### A small window of the routed layout, run 1

The bar under the picture is 5 um long. Region (18, 29) to (38, 49) um. Cells in grey, sequential cells in the stronger grey; small squares are vias.
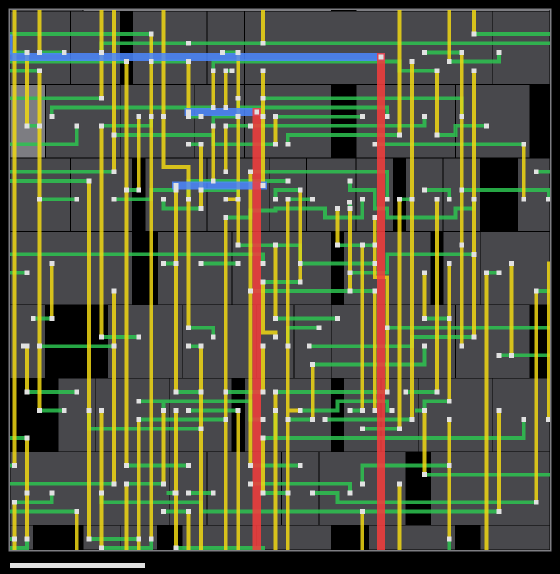
### Routed metal, one colour a layer, run 1

The bar under the picture is 20 um long.
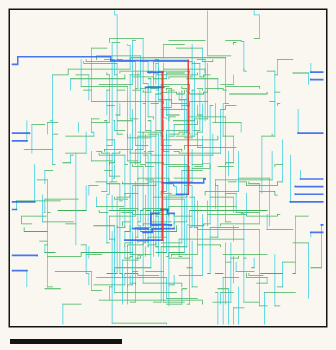
### Sequential cells grouped by signal name, run 1

The bar under the picture is 20 um long. Other sequential cells in the stronger grey, the rest of the logic in the fainter grey.
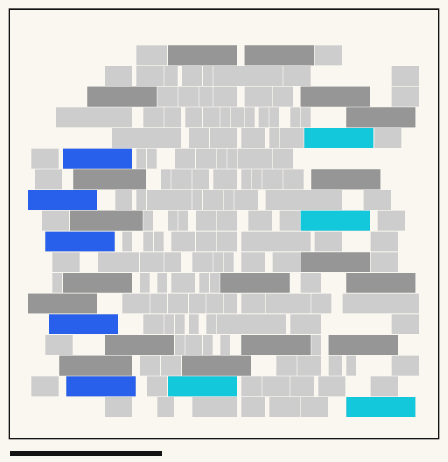
$ cat src/rtl/async_write_ctrl.sv
// Write-side controller for the async FIFO. It owns the binary and Gray write
// pointers and synchronises the read Gray pointer into wr_clk. From those it
// produces the RAM write enable, the registered full/almost_full flags, the
// fill level and a sticky overflow error.
module async_write_ctrl #(
  parameter int ADDR_WIDTH         = 4,
  parameter int SYNC_STAGES        = 2,
  parameter int ALMOST_FULL_THRESH = 12
) (
  input  logic                  wr_clk,
  input  logic                  reset_n,
  input  logic                  write_en,
  input  logic [ADDR_WIDTH:0]   rd_gray_ptr_async,
  input  logic                  clr_overflow,
  output logic                  mem_we,
  output logic [ADDR_WIDTH-1:0] write_addr,
  output logic [ADDR_WIDTH:0]   gray_write_ptr,
  output logic                  full,
  output logic                  almost_full,
  output logic [ADDR_WIDTH:0]   wr_level,
  output logic                  overflow
);

  localparam int DEPTH = 2 ** ADDR_WIDTH;
  localparam int AW    = ADDR_WIDTH;

  logic [AW:0] bin;
  logic [AW:0] bin_next;
  logic [AW:0] gray_next;
  logic [AW:0] sync_q [SYNC_STAGES];
  logic [AW:0] rq;
  logic [AW:0] rd_bin;
  logic [AW:0] level_next;
  logic        full_next;
  logic        almost_full_next;
  logic        accept;

  // reset_n gates the accept so that a write request is ignored while reset is held
  assign accept     = write_en & ~full & reset_n;
  assign mem_we     = accept;
  assign write_addr = bin[AW-1:0];
  assign rq         = sync_q[SYNC_STAGES-1];

  // Read-pointer synchroniser chain
  always_ff @(posedge wr_clk or negedge reset_n) begin
    if (!reset_n) begin
      for (int unsigned i = 0; i < SYNC_STAGES; i++) sync_q[i] <= '0;
    end else begin
      sync_q[0] <= rd_gray_ptr_async;
      for (int unsigned i = 1; i < SYNC_STAGES; i++) sync_q[i] <= sync_q[i-1];
    end
  end

  // Gray-to-binary conversion of the synchronised read pointer
  always_comb begin
    rd_bin = '0;
    for (int unsigned i = 0; i <= AW; i++) rd_bin[i] = ^(rq >> i);
  end

  // Next pointer and flag values
  always_comb begin
    bin_next         = bin + {{AW{1'b0}}, accept};
    gray_next        = bin_next ^ (bin_next >> 1);
    full_next        = (gray_next == {~rq[AW:AW-1], rq[AW-2:0]});
    level_next       = bin_next - rd_bin;
    almost_full_next = (level_next >= (AW+1)'(ALMOST_FULL_THRESH));
  end

  // Pointer and flag registers
  always_ff @(posedge wr_clk or negedge reset_n) begin
    if (!reset_n) begin
      bin            <= '0;
      gray_write_ptr <= '0;
      full           <= 1'b0;
      almost_full    <= 1'b0;
      wr_level       <= '0;
    end else begin
      bin            <= bin_next;
      gray_write_ptr <= gray_next;
      full           <= full_next;
      almost_full    <= almost_full_next;
      wr_level       <= level_next;
    end
  end

  // Sticky overflow: set has priority over clear
  always_ff @(posedge wr_clk or negedge reset_n) begin
    if (!reset_n)                overflow <= 1'b0;
    else if (write_en && full)   overflow <= 1'b1;
    else if (clr_overflow)       overflow <= 1'b0;
  end

  // DEPTH is kept as a named constant for the level range 0..DEPTH
  logic unused_depth;
  assign unused_depth = (DEPTH == 0);

endmodule

$ cat config.mk
export PLATFORM = sky130hd
export DESIGN_NAME = async_write_ctrl
export DESIGN_NICKNAME = d
export VERILOG_FILES = /design/src/rtl/async_write_ctrl.sv
export SDC_FILE = /design/constraint.sdc
export NUM_CORES = 1
export LEC_CHECK = 0
export ABC_AREA = 1
export ABC_CLOCK_PERIOD_IN_PS = 2250
export CAP_MARGIN = 25
export CORE_MARGIN = 2
export CORE_UTILIZATION = 43
export DETAILED_ROUTE_END_ITERATION = 8
export GPL_TIMING_DRIVEN = 1
export PLACE_DENSITY_LB_ADDON = 0.2
export SETUP_SLACK_MARGIN = 0.05
export SYNTH_ARGS = -nofsm -noshare
export SYNTH_HDL_FRONTEND = slang
export SYNTH_SLANG_ARGS = --single-unit
export TNS_END_PERCENT = 30
$ cat constraint.sdc
create_clock -name wr_clk -period 2.25 [get_ports wr_clk]
set_clock_uncertainty 0.2 [all_clocks]
set_input_delay 0.45 -clock wr_clk [delete_from_list [all_inputs] [get_ports wr_clk]]
set_output_delay 0.45 -clock wr_clk [all_outputs]
set_load 0.01 [all_outputs]
==> impl_metrics.env, run 1 <==
# implementation run metrics
export IMPL_status="finished clean"
export IMPL_die_w_um=56.3
export IMPL_syn_area_um2=1170
export IMPL_clk_latency_ps=350
export IMPL_die_area_um2=3170
export IMPL_grt_max_degree=28
export IMPL_yosysWarnings=0
export IMPL_syn_inst=115
export IMPL_fin_setup_tns_ps=0
export IMPL_edf_count=0
export IMPL_clock_power_uw=215
export IMPL_max_cap_violations=0
export IMPL_port_buffers=26
export IMPL_ios=27
export IMPL_combinationalPower_uw=1730
export IMPL_wl_per_cell_um=13.5
export IMPL_cts_setup_buffers=0
export IMPL_ys_chip_area_um2=1170
export IMPL_worst_setup_path_type="register to register"
export IMPL_sw_frac_of_total_pct=39.2
export IMPL_crit_path_frequent_cell="ha_4"
export IMPL_synthMuxAreaShare_pct=0
export IMPL_end_kind="register"
export IMPL_nWellTaps=30
export IMPL_xor_area_share_pct=13.2
export IMPL_ys_cells=115
export IMPL_crit_required_ps=2290
export IMPL_grt_pass1_wl_um=3650
export IMPL_stdcell_area_um2=1880
export IMPL_period_needed_ps=2200
export IMPL_regToRegStartpoint="full$_DFF_PN0_"
export IMPL_worstRegToRegCells=11
export IMPL_dp_cells=186
export IMPL_async_flop_share_pct=100
export IMPL_setup_violations=0
export IMPL_grt_setup_unrepaired="yes"
export IMPL_r2r_end="almost_full$_DFF_PN0_"
export IMPL_fin_cells=199
export IMPL_warnings=27
export IMPL_top_logic_kind="simple AND/OR/NAND/NOR gates"
export IMPL_cts_tree="done"
export IMPL_critPathBufInv=3
export IMPL_place_ws_ps=-528
export IMPL_grt_pass1_vias=917
export IMPL_p_leak_uw=0.000912
export IMPL_synth_compound_area_share_pct=0.852
export IMPL_ys_flops=27
export IMPL_ff_type="dfrtp_1"
export IMPL_diodes=0
export IMPL_hold_buffers=0
export IMPL_hp_class="input port to asynchronous set/reset pin"
export IMPL_buffer_area_share_pct=23.3
export IMPL_rrSetupSlack_ps=50
export IMPL_area_growth_pct=59.7
export IMPL_grtUsageTotal_pct=14.6
export IMPL_critPathSlowestCell="dfrtp_1"
export IMPL_first_pass_iters=4
export IMPL_postRouteWirelength_um=2690
export IMPL_crit_chain="nor2_4 > ha_4 > ha_4 > xnor2_4 > inv_2 > ha_4 > buf_4 > buf_4 > xor2_4 > nand3_2 > nand2_1"
export IMPL_buffers=50
export IMPL_core_area_um2=2520
export IMPL_tightest_slew_ps=326
## Picture notes: 'A small window of the routed layout'
Key: blue = metal 3; yellow = metal 2; red = metal 4; green = metal 1
Sequential cells in the window: 0. 47 logic cells have their middle in the window. Most frequent: buf_4 (11), nand2_1 (8), inv_1 (4).

## Picture notes: 'Routed metal, one colour a layer'
Key: red = metal 4 [wire length 53.7 um]; green = metal 1 [wire length 1120 um]; blue = metal 3 [wire length 122 um]; cyan = metal 2 [wire length 1400 um]

## Picture notes: 'Sequential cells grouped by signal name'
Key: cyan = `gray_write_ptr` [sequential cells 4]; blue = `sync_q` [sequential cells 5]
Another 18 sequential cells are not coloured.
final core occ: 74.4%
Seq/total area: 36.2%
total sequential power: 763 uW
register area: 679 um2

==> run 1: cell usage in the layout, fill, tap and decap left out, drive strengths merged <==
cell / n
clkbuf: 3
xnor2: 4
and2: 1
xor2: 12
dlygate4sd2: 2
ha: 6
inv: 19
nand3: 8
a21oi: 1
clkdlybuf4s50: 23
nand2: 31
clkdlybuf4s15: 1
nand3b: 1
nor2: 3
o21ai: 1
clkinv: 1
dfrtp: 27
nand4: 1
buf: 24
==> run 1: state kept, by name, summed over array words and instances (netlist names) <==
| signal | cells |
|---|---|
| wr_level | 5 |
| sync_q | 5 |
| overflow | 1 |
| full | 1 |
| rq | 5 |
| gray_write_ptr | 4 |
| bin | 5 |
| almost_full | 1 |
==> run 1: cell usage after synthesis, types with 2 or more instances <==
cell,count,area share (%)
xnor2_1,2,1.5
xnor2_2,2,2.8
dfrtp_1,27,58
nand2_1,31,9.9
ha_1,6,6.4
nor2_1,3,0.96
inv_1,19,6.1
xor2_1,12,8.9
nand3_1,8,3.4
==> run 1: routing by layer <==
| metal | up-vias | part of all wire, % | track usage (%) |
|---|---|---|---|
| met5 | - | 0 | 0 |
| met4 | 0 | 2.0 | 6.80 |
| met3 | 5 | 4.5 | 2.07 |
| met2 | 30 | 52 | 26.9 |
| met1 | 458 | 41 | 16.6 |
| li1 | 461 | - | - |
==> run 1: worst max path at each step <==
stage	depth (start not counted)	startpoint	to
floorplan	12	reset_n	wr_level[3]$_DFF_PN0_
detailed placement	13	reset_n	wr_level[3]$_DFF_PN0_
global route	17	rq[3]$_DFF_PN0_	almost_full$_DFF_PN0_
finish	11	full$_DFF_PN0_	almost_full$_DFF_PN0_
CTS	13	rq[2]$_DFF_PN0_	wr_level[3]$_DFF_PN0_
global placement	13	reset_n	wr_level[3]$_DFF_PN0_
==> inputs of run 2 (changes only) <==
CORE_ASPECT_RATIO = 0.9   (was unset)
CORE_MARGIN = unset   (was 2)
==> impl_metrics.env, run 2 <==
# implementation run metrics
export IMPL_status="finished with violations"
export IMPL_violations="DRC"
export IMPL_die_w_um=57.1
export IMPL_grt_setup_unrepaired="yes"
export IMPL_clk_latency_ps=330
export IMPL_setup_violations=0
export IMPL_ff_type="dfrtp_1"
export IMPL_hp_class="register to register"
export IMPL_lay_top_count="dfrtp_1"
export IMPL_async_flop_share_pct=100
export IMPL_fin_cells=195
export IMPL_grt_pass1_wl_um=3700
export IMPL_highest_layer="met4"
export IMPL_ys_chip_area_um2=1170
export IMPL_worst_setup_path_type="register to register"
export IMPL_tightest_slew_ps=327
export IMPL_regToRegStartpoint="full$_DFF_PN0_"
export IMPL_yosys_area_top_type="dfrtp_1"
export IMPL_sw_frac_of_total_pct=37.9
export IMPL_edf_count=0
export IMPL_area_growth_pct=52.8
export IMPL_r2r_end="almost_full$_DFF_PN0_"
export IMPL_synth_top_area_share_pct=57.5
export IMPL_ys_flops=27
export IMPL_cts_tree="done"
export IMPL_yosysWarnings=0
export IMPL_final_cell_mix="dfrtp_1 (24), nand2_1 (23), clkdlybuf4s50_1 (23), buf_4 (21), inv_1 (15)"
export IMPL_top_logic_kind="simple AND/OR/NAND/NOR gates"
export IMPL_drc=9
export IMPL_fin_setup_tns_ps=0
export IMPL_synth_compound_area_share_pct=0.852
export IMPL_diodes=0
export IMPL_p_leak_uw=0.000893
export IMPL_first_pass_iters=6
export IMPL_ys_cells=115
export IMPL_wl_met3_um=79
export IMPL_wl_met2_um=1250
export IMPL_synthTopCellsByArea="dfrtp_1 (58%), nand2_1 (9.9%), xor2_1 (8.9%)"
export IMPL_dp_cells=185
export IMPL_syn_area_um2=1170
export IMPL_place_ws_ps=-574
export IMPL_synthMuxAreaShare_pct=0
export IMPL_syn_inst=115
-- run 2: cell count changes in the layout (fill, tap and decap cells not counted), moves of 2 or more --
cell,before,now
buf_4,24,21
nand2_2,10,7
nand2_1,19,23
inv_2,8,4
nand3_1,3,5
inv_1,11,15
nand3_2,5,3
-- run 2: final cells by class --
class / instances / area (um2)
Timing Repair Buffer: 48 / 422
Clock buffer: 3 / 22.5
Sequential cell: 27 / 679
Fill cell: 186 / 714
Inverter: 19 / 71.3
Clock inverter: 1 / 5.00
Multi-Input combinational cell: 69 / 561
Tap cell: 28 / 35.0
-- run 2: how the worst max path moves through the flow --
stage / slack, ps / from / end / cells past startpoint
floorplan: 50 / reset_n / wr_level[3]$_DFF_PN0_ / 12
global placement: -550 / reset_n / wr_level[3]$_DFF_PN0_ / 13
detailed placement: -570 / reset_n / full$_DFF_PN0_ / 12
CTS: 10 / rq[2]$_DFF_PN0_ / almost_full$_DFF_PN0_ / 13
global route: -90 / rq[1]$_DFF_PN0_ / almost_full$_DFF_PN0_ / 15
finish: 20 / full$_DFF_PN0_ / almost_full$_DFF_PN0_ / 13
-- run 2: worst max-delay path: stages (launching register included) --
cell     delay [ps]
dfrtp_1         450
nor2_4          150
ha_4            160
ha_4            200
inv_1            80
nand3_1         120
nand2_1         100
inv_1            50
ha_1            190
inv_1            70
nand2_2          80
xor2_2          160
nand3_1          90
nand2_1          50
-- run 2: routing by layer --
metal / vias up / track usage (%)
met5: - / 0
met4: 0 / 8.54
met3: 5 / 2.24
met2: 19 / 32.4
met1: 428 / 18.6
li1: 450 / -
-- run 2: timing repair --
action / CTS / global route
hold buffers: 0 / 1
buffers inserted: 0 / 5
gates resized: 5 / 20
pin swaps: 0 / 9
hold endpoints to repair: 0 / 27
setup endpoints to repair: 6 / 5
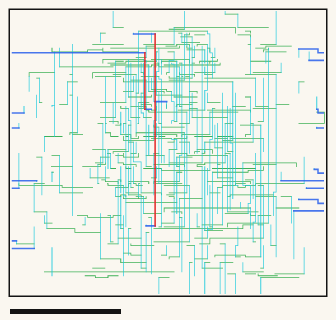
*Routed metal, one colour a layer, run 2*
The bar under the picture is 20 um long.
Total GRT Usage: 17.0%
Post-Route WL: 2390 um
Wirelength per Cell: 12.2 um

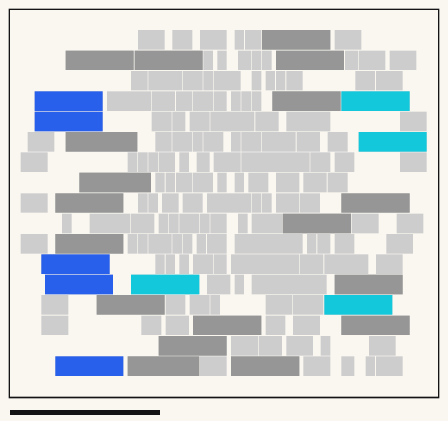
*Sequential cells grouped by signal name, run 2*
The bar under the picture is 20 um long. Other sequential cells in the stronger grey, the rest of the logic in the fainter grey.
Key: cyan = `gray_write_ptr` [sequential cells 4]; blue = `sync_q` [sequential cells 5]
total sequential power: 757 uW
Seq/total area: 37.8%
final core occ: 71.5%

==> inputs of run 3 (changes only) <==
CELL_PAD_IN_SITES_DETAIL_PLACEMENT = 1   (was unset)
CELL_PAD_IN_SITES_GLOBAL_PLACEMENT = 1   (was unset)
CORE_UTILIZATION = 33   (was 43)
CTS_CLUSTER_DIAMETER = 200   (was unset)
==> impl_metrics.env, run 3 <==
# implementation run metrics
export IMPL_stdcell_area_um2=1900
export IMPL_gp_congestion=0.811
export IMPL_clock_power_uw=286
export IMPL_pwr_share_comb_pct=62.0
export IMPL_max_cap_violations=0
export IMPL_ff_type="dfrtp_1"
export IMPL_end_kind="register"
export IMPL_area_growth_pct=61.8
export IMPL_p_leak_uw=0.000920
export IMPL_max_stage_delay_ps=420
export IMPL_crit_family="simple AND/OR/NAND/NOR gates"
export IMPL_final_cell_mix="buf_4 (27), dfrtp_1 (25), clkdlybuf4s50_1 (24), nand2_1 (22), inv_1 (14)"
export IMPL_clock_sinks=27
export IMPL_yosys_stat_seqShare_pct=57.5
export IMPL_rrSetupSlack_ps=80
export IMPL_critPathBufInv=2
export IMPL_regToRegStartpoint="full$_DFF_PN0_"
export IMPL_sw_frac_of_total_pct=38.0
export IMPL_ios=27
export IMPL_lay_top_count="buf_4"
export IMPL_grtUsageTotal_pct=16.4
export IMPL_clk_latency_ps=280
export IMPL_warnings=28
export IMPL_critPathSlowestCell="dfrtp_1"
export IMPL_drc=0
export IMPL_crit_arrival_ps=2140
export IMPL_endpoint="wr_level[3]$_DFF_PN0_"
export IMPL_grt_setup_unrepaired="yes"
export IMPL_r2r_end="wr_level[3]$_DFF_PN0_"
export IMPL_cts_tree="done"
export IMPL_core_area_um2=3380
export IMPL_timing_final_ws_setup_ps=83.5
export IMPL_syn_area_um2=1170
export IMPL_drive_gt1_share_pct=39.0
export IMPL_dp_cells=201
export IMPL_syn_nets=130
export IMPL_rows=20
export IMPL_period_needed_ps=2170
export IMPL_status="finished clean"
export IMPL_postRouteWirelength_um=2900
export IMPL_hp_class="input port to asynchronous set/reset pin"
export IMPL_common_cells="nand2_1 (31), dfrtp_1 (27), inv_1 (19)"
export IMPL_die_area_um2=3800
export IMPL_cts_root_buffer="clkbuf_8"
export IMPL_grt_pass1_wl_um=4580
export IMPL_worst_setup_path_type="register to register"
export IMPL_die_w_um=64.9
export IMPL_fin_cells=216
export IMPL_antenna_found_initial=0
export IMPL_synthTopCellsByArea="dfrtp_1 (58%), nand2_1 (9.9%), xor2_1 (8.9%)"
export IMPL_port_buffers=26
export IMPL_async_flop_share_pct=100
export IMPL_final_hold_viol_count=0
export IMPL_slew_headroom_pct=77.7
export IMPL_crit_chain="nor2_4 > ha_4 > ha_4 > xnor2_4 > inv_2 > ha_4 > nand4_1 > nand2_1 > inv_2 > nand2_2 > nand2_2 > and2_4"
export IMPL_syn_inst=115
export IMPL_synth_top_cell_by_count="nand2_1"
export IMPL_vdd_ir_drop_worst_uv=512
export IMPL_crit_required_ps=2230
export IMPL_diodes=0
export IMPL_clk_path_buf_depth=2
export IMPL_yosys_area_top_type="dfrtp_1"
export IMPL_synth_top_area_share_pct=57.5
export IMPL_chipHeight_um=58.6
export IMPL_worstRegToRegCells=12
export IMPL_grt_ovfl_total=0
export IMPL_ys_chip_area_um2=1170
export IMPL_setup_violations=0
export IMPL_first_pass_iters=3
export IMPL_yosysWarnings=0
export IMPL_cellPowerDensity_nw_per_um2=1450
export IMPL_period_used_pct=96.3
export IMPL_edf_count=0
export IMPL_crit_path_frequent_cell="ha_4"
export IMPL_wl_per_cell_um=13.4
export IMPL_hold_buffers=0
export IMPL_grt_pass1_vias=1017
export IMPL_whs_ps=25.2
export IMPL_place_ws_ps=-656
export IMPL_ys_cells=115
export IMPL_combinationalPower_uw=1710
export IMPL_cp_depth=12
export IMPL_critPathLaunch="full$_DFF_PN0_"
export IMPL_postRouteAntennaNets=0
export IMPL_tightest_slew_ps=334
export IMPL_maxPowerGroup="combinational cells"
export IMPL_ys_flops=27
export IMPL_fin_setup_tns_ps=0
export IMPL_grt_max_degree=28
[run 3: worst min-delay path by stage]
stage / endpoint / slack [ps]
2_1_floorplan: almost_full$_DFF_PN0_ / -50
3_3_place_gp: rq[3]$_DFF_PN0_ / 130
3_5_place_dp: rq[4]$_DFF_PN0_ / 140
4_1_cts: bin[3]$_DFF_PN0_ / 50
5_1_grt: bin[3]$_DFF_PN0_ / 50
6_report: bin[3]$_DFF_PN0_ / 30
[run 3: area by class of cell]
type / count / area, um2
well taps: 44 / 55.1
clock inverters: 1 / 7.51
inverters: 19 / 71.3
repair buffers: 53 / 453
multi-input cells: 69 / 594
clock buffers: 3 / 41.3
flip-flops and latches: 27 / 678
fillers: 378 / 1480
[run 3: what timing repair did]
item | CTS | global route
resized | 10 | 22
setup endpoints to repair | 9 | 5
buffers inserted | 3 | 8
endpoints found under the hold margin | 0 | 0
pin swaps | 6 | 11
[run 3: layer usage]
| metal | GRT usage [%] | routed length (um) |
|---|---|---|
| met1 | 18.4 | 1130 |
| met2 | 31.1 | 1600 |
| met3 | 2.52 | 124 |
| met4 | 6.67 | 40 |
| met5 | 0 | 0 |
[run 3: worst reg2reg max path: cells and delay by family, from the launching register on]
family                   cells  cell delay [ps]
XOR/XNOR                     1              130
adder cells (fa/ha/maj)      3              600
buffers and inverters        2              120
flip-flops                   1              420
AND/OR/NAND/NOR              6              600
[run 3: cells by family (layout without fill, tap and decap cells)]
group                    Yosys count  after routing  share of synthesized area [%]
AND/OR/NAND/NOR                   45             45                           16.0
flip-flops                        27             27                           57.5
buffers and inverters             19             76                           6.07
XOR/XNOR                          16             16                           13.2
adder cells (fa/ha/maj)            6              6                           6.39
AND-OR/OR-AND                      2              2                          0.851
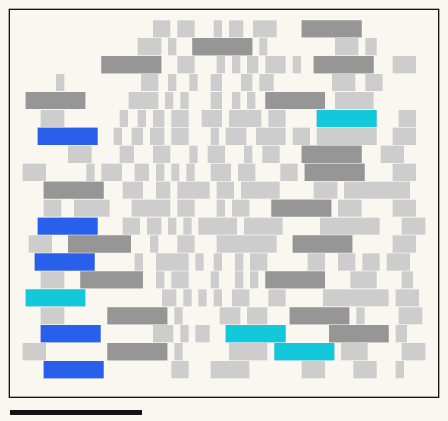
*Sequential cells grouped by signal name, run 3*
The bar under the picture is 20 um long. Other sequential cells in the stronger grey, the rest of the logic in the fainter grey.
Seq/total area: 35.7%
register area: 678 um2
total sequential power: 764 uW
final core occ: 56.3%

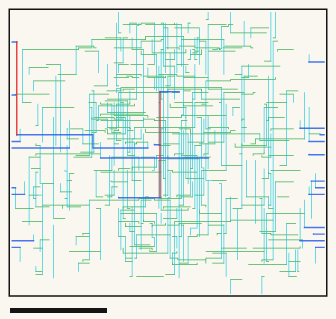
*Routed metal, one colour a layer, run 3*
The bar under the picture is 20 um long.
Key: cyan = metal 2 [wire length 1600 um]; green = metal 1 [wire length 1130 um]; red = metal 4 [wire length 40.8 um]; blue = metal 3 [wire length 125 um]

Power figures rest on the tool's default switching activity, not on a simulated workload.
